### config.mk
export PLATFORM = sky130hd
export DESIGN_NAME = result_display_driver
export DESIGN_NICKNAME = d
export VERILOG_FILES = /design/src/rtl/result_display_driver.sv
export SDC_FILE = /design/constraint.sdc
export NUM_CORES = 1
export LEC_CHECK = 0
export CAP_MARGIN = 20
export CORE_MARGIN = 4
export CORE_UTILIZATION = 45
export CTS_CLUSTER_DIAMETER = 150
export DETAILED_ROUTE_END_ITERATION = 16
export PLACE_DENSITY = 0.68
export SLEW_MARGIN = 30
export SYNTH_ARGS = -nofsm -noshare
export SYNTH_HDL_FRONTEND = slang
export SYNTH_SLANG_ARGS = --single-unit
export TNS_END_PERCENT = 100
### constraint.sdc
create_clock -name clk -period 1.9 [get_ports clk]
set_clock_uncertainty 0.2 [all_clocks]
set_input_delay 0.19 -clock clk [delete_from_list [all_inputs] [get_ports clk]]
set_output_delay 0.19 -clock clk [all_outputs]
set_load 0.05 [all_outputs]
### src/rtl/result_display_driver.sv
// Binary-to-BCD converter (sequential double-dabble) driving a time-multiplexed,
// active-low 7-segment display. bcd_out only updates once a conversion completes.
module result_display_driver #(
    parameter int IN_W        = 8,
    parameter int DIGITS      = 3,
    parameter int REFRESH_DIV = 100000,
    parameter int BLANK_LZ    = 1
) (
    input  logic                  clk,
    input  logic                  rst,
    input  logic [IN_W-1:0]       bin_in,
    input  logic                  bin_valid,
    output logic                  busy,
    output logic [4*DIGITS-1:0]   bcd_out,
    output logic [6:0]            seg,
    output logic [DIGITS-1:0]     an
);

    localparam int BCD_W  = 4 * DIGITS;
    localparam int CNT_W  = $clog2(IN_W + 1);
    localparam int SCAN_W = (REFRESH_DIV > 1) ? $clog2(REFRESH_DIV) : 1;
    localparam int IDX_W  = (DIGITS > 1) ? $clog2(DIGITS) : 1;

    localparam logic [SCAN_W-1:0] SCAN_LAST = SCAN_W'(REFRESH_DIV - 1);
    localparam logic [IDX_W-1:0]  IDX_LAST  = IDX_W'(DIGITS - 1);

    typedef enum logic [1:0] {IDLE, CONVERT, DONE} state_t;

    state_t              r_state;
    state_t              w_next_state;
    logic [CNT_W-1:0]    r_bit_cnt;
    logic [IN_W-1:0]     r_shift;
    logic [BCD_W-1:0]    r_scratch;
    logic [BCD_W-1:0]    r_bcd;
    logic [BCD_W-1:0]    w_adj;

    logic [SCAN_W-1:0]   r_scan_cnt;
    logic [IDX_W-1:0]    r_idx;
    logic [DIGITS-1:0]   r_an;
    logic [6:0]          r_seg;
    logic [DIGITS-1:0]   w_an;
    logic [6:0]          w_seg;
    logic [3:0]          w_nib;

    function automatic logic [BCD_W-1:0] add3(input logic [BCD_W-1:0] s);
        logic [BCD_W-1:0] r;
        r = s;
        for (int i = 0; i < DIGITS; i++) begin
            if (s[i*4 +: 4] >= 4'd5)
                r[i*4 +: 4] = s[i*4 +: 4] + 4'd3;
        end
        return r;
    endfunction

    function automatic logic [6:0] seg7(input logic [3:0] d);
        case (d)
            4'd0:    return 7'b1000000;
            4'd1:    return 7'b1111001;
            4'd2:    return 7'b0100100;
            4'd3:    return 7'b0110000;
            4'd4:    return 7'b0011001;
            4'd5:    return 7'b0010010;
            4'd6:    return 7'b0000010;
            4'd7:    return 7'b1111000;
            4'd8:    return 7'b0000000;
            4'd9:    return 7'b0010000;
            default: return 7'b1111111;
        endcase
    endfunction

    // Digit idx is a leading zero when it and every more-significant nibble are 0.
    function automatic logic lead_zero(input logic [BCD_W-1:0] b, input logic [IDX_W-1:0] idx);
        logic z;
        z = 1'b1;
        for (int i = 0; i < DIGITS; i++) begin
            if (i >= int'(idx) && b[i*4 +: 4] != 4'd0)
                z = 1'b0;
        end
        return z && (idx != '0);
    endfunction

    assign w_adj = add3(r_scratch);

    always_comb begin
        w_next_state = r_state;
        case (r_state)
            IDLE:    if (bin_valid) w_next_state = CONVERT;
            CONVERT: if (r_bit_cnt == CNT_W'(1)) w_next_state = DONE;
            DONE:    w_next_state = IDLE;
            default: w_next_state = IDLE;
        endcase
    end

    always_ff @(posedge clk or negedge rst) begin
        if (!rst) begin
            r_state   <= IDLE;
            r_bit_cnt <= '0;
            r_bcd     <= '0;
        end else begin
            r_state <= w_next_state;
            case (r_state)
                IDLE:    if (bin_valid) r_bit_cnt <= CNT_W'(IN_W);
                CONVERT: r_bit_cnt <= r_bit_cnt - 1'b1;
                DONE:    r_bcd <= r_scratch;
                default: ;
            endcase
        end
    end

    // Conversion datapath carries no reset; its contents only matter once the FSM has loaded it.
    always_ff @(posedge clk) begin
        case (r_state)
            IDLE: begin
                if (bin_valid) begin
                    r_shift   <= bin_in;
                    r_scratch <= '0;
                end
            end
            CONVERT: {r_scratch, r_shift} <= {w_adj, r_shift} << 1;
            default: ;
        endcase
    end

    assign w_nib = r_bcd[r_idx*4 +: 4];

    always_comb begin
        w_an        = '1;
        w_an[r_idx] = 1'b0;
        w_seg       = seg7(w_nib);
        if (BLANK_LZ != 0 && lead_zero(r_bcd, r_idx))
            w_seg = 7'b1111111;
    end

    // Scan runs free of the FSM; seg/an lag the index by one register stage.
    always_ff @(posedge clk or negedge rst) begin
        if (!rst) begin
            r_scan_cnt <= '0;
            r_idx      <= '0;
            r_an       <= ~DIGITS'(1);
            r_seg      <= 7'b1000000;
        end else begin
            if (r_scan_cnt == SCAN_LAST) begin
                r_scan_cnt <= '0;
                r_idx      <= (r_idx == IDX_LAST) ? '0 : r_idx + 1'b1;
            end else begin
                r_scan_cnt <= r_scan_cnt + 1'b1;
            end
            r_an  <= w_an;
            r_seg <= w_seg;
        end
    end

    assign busy    = (r_state != IDLE);
    assign bcd_out = r_bcd;
    assign seg     = r_seg;
    assign an      = r_an;

endmodule

clock_nets.png
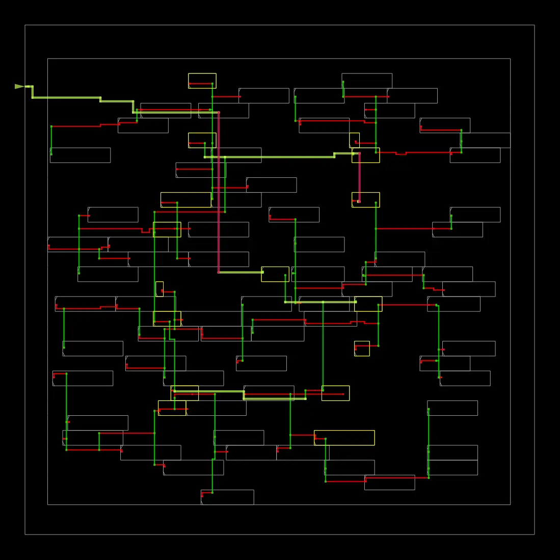
CLK BUF: 13
clk ins delay skew pair: 340 ps
clk pwr: 1.29 mW
clock sinks: 67

ff_map.png
Drawn at 4 px/µm.
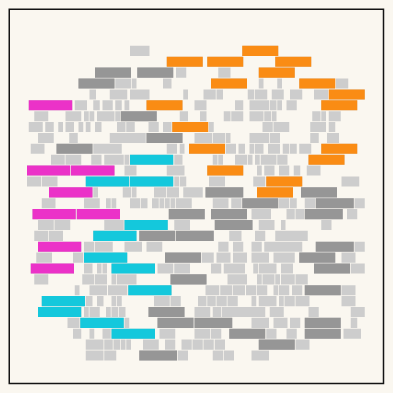
legend:
  r_scan_cnt:
    colour: orange
    sequential_cells: 17
  r_scratch:
    colour: cyan
    sequential_cells: 12
  r_shift:
    colour: magenta
    sequential_cells: 8
    where: middle left
not coloured: 30

port_trees.png
Drawn at 4 px/µm.
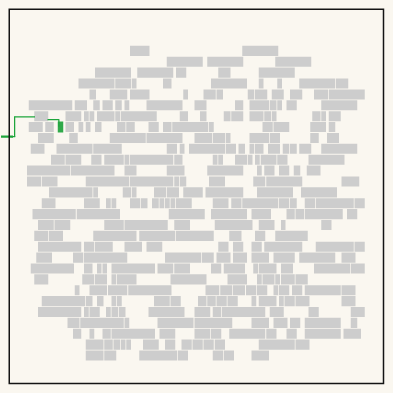
legend:
  bin_valid:
    colour: green
    direction: input
    end_cells: 1
    wire: 15.1 µm

util_map.png
Drawn at 3 px/µm. The die is cut into 9 by 9 equal tiles; dark purple is low, yellow is high, 0 to 100% covered.
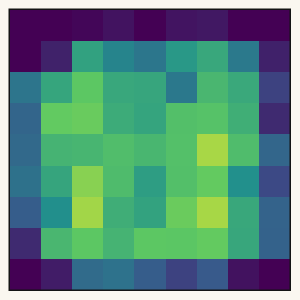
tiles over 75% full: 11%
mean over tiles: 45%
nearly empty tiles: 11%
fullest tile: 87%
densest ninth of the die: centre
fp util: 47.3%
post-route core utilization: 58.4%

==> repair_timing <==
action	in CTS	in global routing
hold buffers	1	0
endpoints found under the hold margin	21	0
resized	0	6
setup buffers	0	0
setup endpoints to repair	0	9
==> registers in the layout, summed over array words and instances, names as in the netlist <==
| register | count |
|---|---|
| bcd_out | 12 |
| an | 3 |
| r_idx | 2 |
| r_bit_cnt | 4 |
| r_scratch | 12 |
| seg | 7 |
| r_state | 2 |
| r_shift | 8 |
| r_scan_cnt | 17 |
==> layer usage <==
| layer | vias up | track usage (%) | routed length (µm) |
|---|---|---|---|
| li1 | 1065 | - | - |
| met1 | 1034 | 20.0 | 2840 |
| met2 | 35 | 23.2 | 2790 |
| met3 | 4 | 4.67 | 194 |
| met4 | 0 | 5.13 | 38 |
| met5 | - | 0 | 0 |
==> cells by family after synthesis <==
kind of cell               count (synthesis)
and+or+nand+nor                           78
DFF                                       67
AOI/OAI and AO/OA                         38
muxes                                     30
buffers and inverters                     22
xor gates and xnor gates                  18
adders and majority gates                 14
==> worst min path at each step <==
stage	endpoint	startpoint	cells past startpoint
3_3_place_gp	seg[5]$_DFF_PN0_	rst	1
2_1_floorplan	an[0]$_DFF_PN0_	rst	0
3_5_place_dp	seg[5]$_DFF_PN0_	rst	1
6_report	an[0]$_DFF_PN0_	rst	2
5_1_grt	an[0]$_DFF_PN0_	rst	2
4_1_cts	an[0]$_DFF_PN0_	rst	2
==> area by class of cell <==
cell class	count	area [µm²]
fill	597	2870
sequential	67	1790
multi-input combinational	178	1400
timing repair buffer	52	448
clock buffer	13	180
tap	96	120
inverter	16	60.1
clock inverter	3	42.5
==> cell usage in the layout, fill, tap and decap left out, types with 2 or more instances in the layout <==
| master | n |
|---|---|
| a211oi_1 | 3 |
| a21oi_1 | 6 |
| a21oi_2 | 2 |
| and2_1 | 2 |
| buf_4 | 33 |
| clkbuf_8 | 11 |
| clkdlybuf4s50_1 | 14 |
| dfrtp_1 | 39 |
| dfrtp_2 | 5 |
| dfstp_2 | 3 |
| dlymetal6s2s_1 | 2 |
| edfxtp_1 | 20 |
| ha_1 | 14 |
| inv_1 | 16 |
| mux2_2 | 21 |
| mux2i_1 | 8 |
| nand2_1 | 12 |
| nand2b_1 | 5 |
| nand3_1 | 5 |
| nand4_1 | 4 |
| nor2_1 | 22 |
| nor2b_1 | 5 |
| nor3_1 | 6 |
| nor4_1 | 2 |
| o211ai_1 | 4 |
| o21ai_0 | 6 |
| o2bb2ai_1 | 2 |
| o31ai_1 | 2 |
| or2_2 | 3 |
| xnor2_1 | 11 |
| xor2_1 | 7 |
==> power by group through the flow <==
stage / clock (mW) / combinational (mW) / sequential (mW)
after CTS: 1.33 / 2.43 / 2.37
after floorplan: 0 / 1.30 / 2.76
after detailed placement: 0 / 2.41 / 2.40
after global routing: 1.39 / 2.66 / 2.45
after global placement: 0 / 2.35 / 2.40
final: 1.29 / 2.41 / 2.38
==> per-stage QoR <==
step | setup WS, ps | area (µm²)
after floorplan | 8.86 | 3270
after global placement | 112 | 3790
after detailed placement | 64.9 | 3790
after CTS | 35.7 | 4020
after global routing | -26.4 | 4040
final | 60.4 | 4040
==> flow_metrics.py <==
# Generated from Yosys and OpenROAD reports
metrics = {
    "hold_path": {
        "hold_class": "in -> async",
    },
    "power_and_ir_drop": {
        "power.density_nw_per_um2": 1510,
        "power_mw": 6.08,
        "ir_drop_v": 0.000740,
        "pwr-share-seq_pct": 39.1,
        "clockPowerShare_pct": 21.2,
        "p_sw_mw": 2.23,
    },
    "sta": {
        "fin_crit_ps": 1840,
        "fin_tns_setup_ps": 0,
        "fmax_ghz": 0.544,
        "finalHoldViolCount": 0,
    },
    "clock_network": {
        "root_buffer": "clkbuf_8",
        "clk_transition_reported_paths_ps": 70,
    },
    "global_routing": {
        "grt-ovfl-total": 0,
        "grt_max_degree": 24,
        "grt_pass1_vias": 2164,
    },
    "routing": {
        "drc": 0,
        "dr_total_vias": 2138,
        "ant_nets": 0,
        "vias_per_cell": 5.03,
        "drt_wl_total_mm": 5.86,
    },
    "worst_setup_path": {
        "setup.worst_path.start_class": "flop",
        "cp_num_cells": 1,
        "endpoint": "seg[1]",
        "ff2ff_setup_slack_ps": 100,
        "reg2reg_depth": 7,
        "critPathKind": "reg -> out",
        "path_cells": "clkdlybuf4s50_1",
    },
    "synth": {
        "simple_gate_share_pct": 13.0,
        "synth_cells": 267,
        "synthXorXnorAreaFrac_pct": 4.83,
        "yosys-stat-area_um2": 3270,
        "adder_share_pct": 5.36,
        "edf_count": 20,
        "synth_area_um2": 3270,
        "top_area_share_pct": 33.7,
        "ys.flop_type": "dfrtp_1",
        "top_cell": "dfrtp_1",
    },
    "floorplanning": {
        "io_pins": 34,
        "fp.coreArea_um2": 6910,
        "row_count": 30,
        "chipHeight_um": 93.2,
    },
    "placement": {
        "hpwlAfterDp_mm": 4.23,
        "gp_congestion": 0.799,
        "dp_cells": 408,
    },
    "cells_and_area": {
        "area_delta_synth_final_pct": 23.6,
        "layout.cells.non_filler": 425,
    },
    "outcome": {
        "status": "finished clean",
    },
}
Power is estimated from default activity; no workload was simulated.
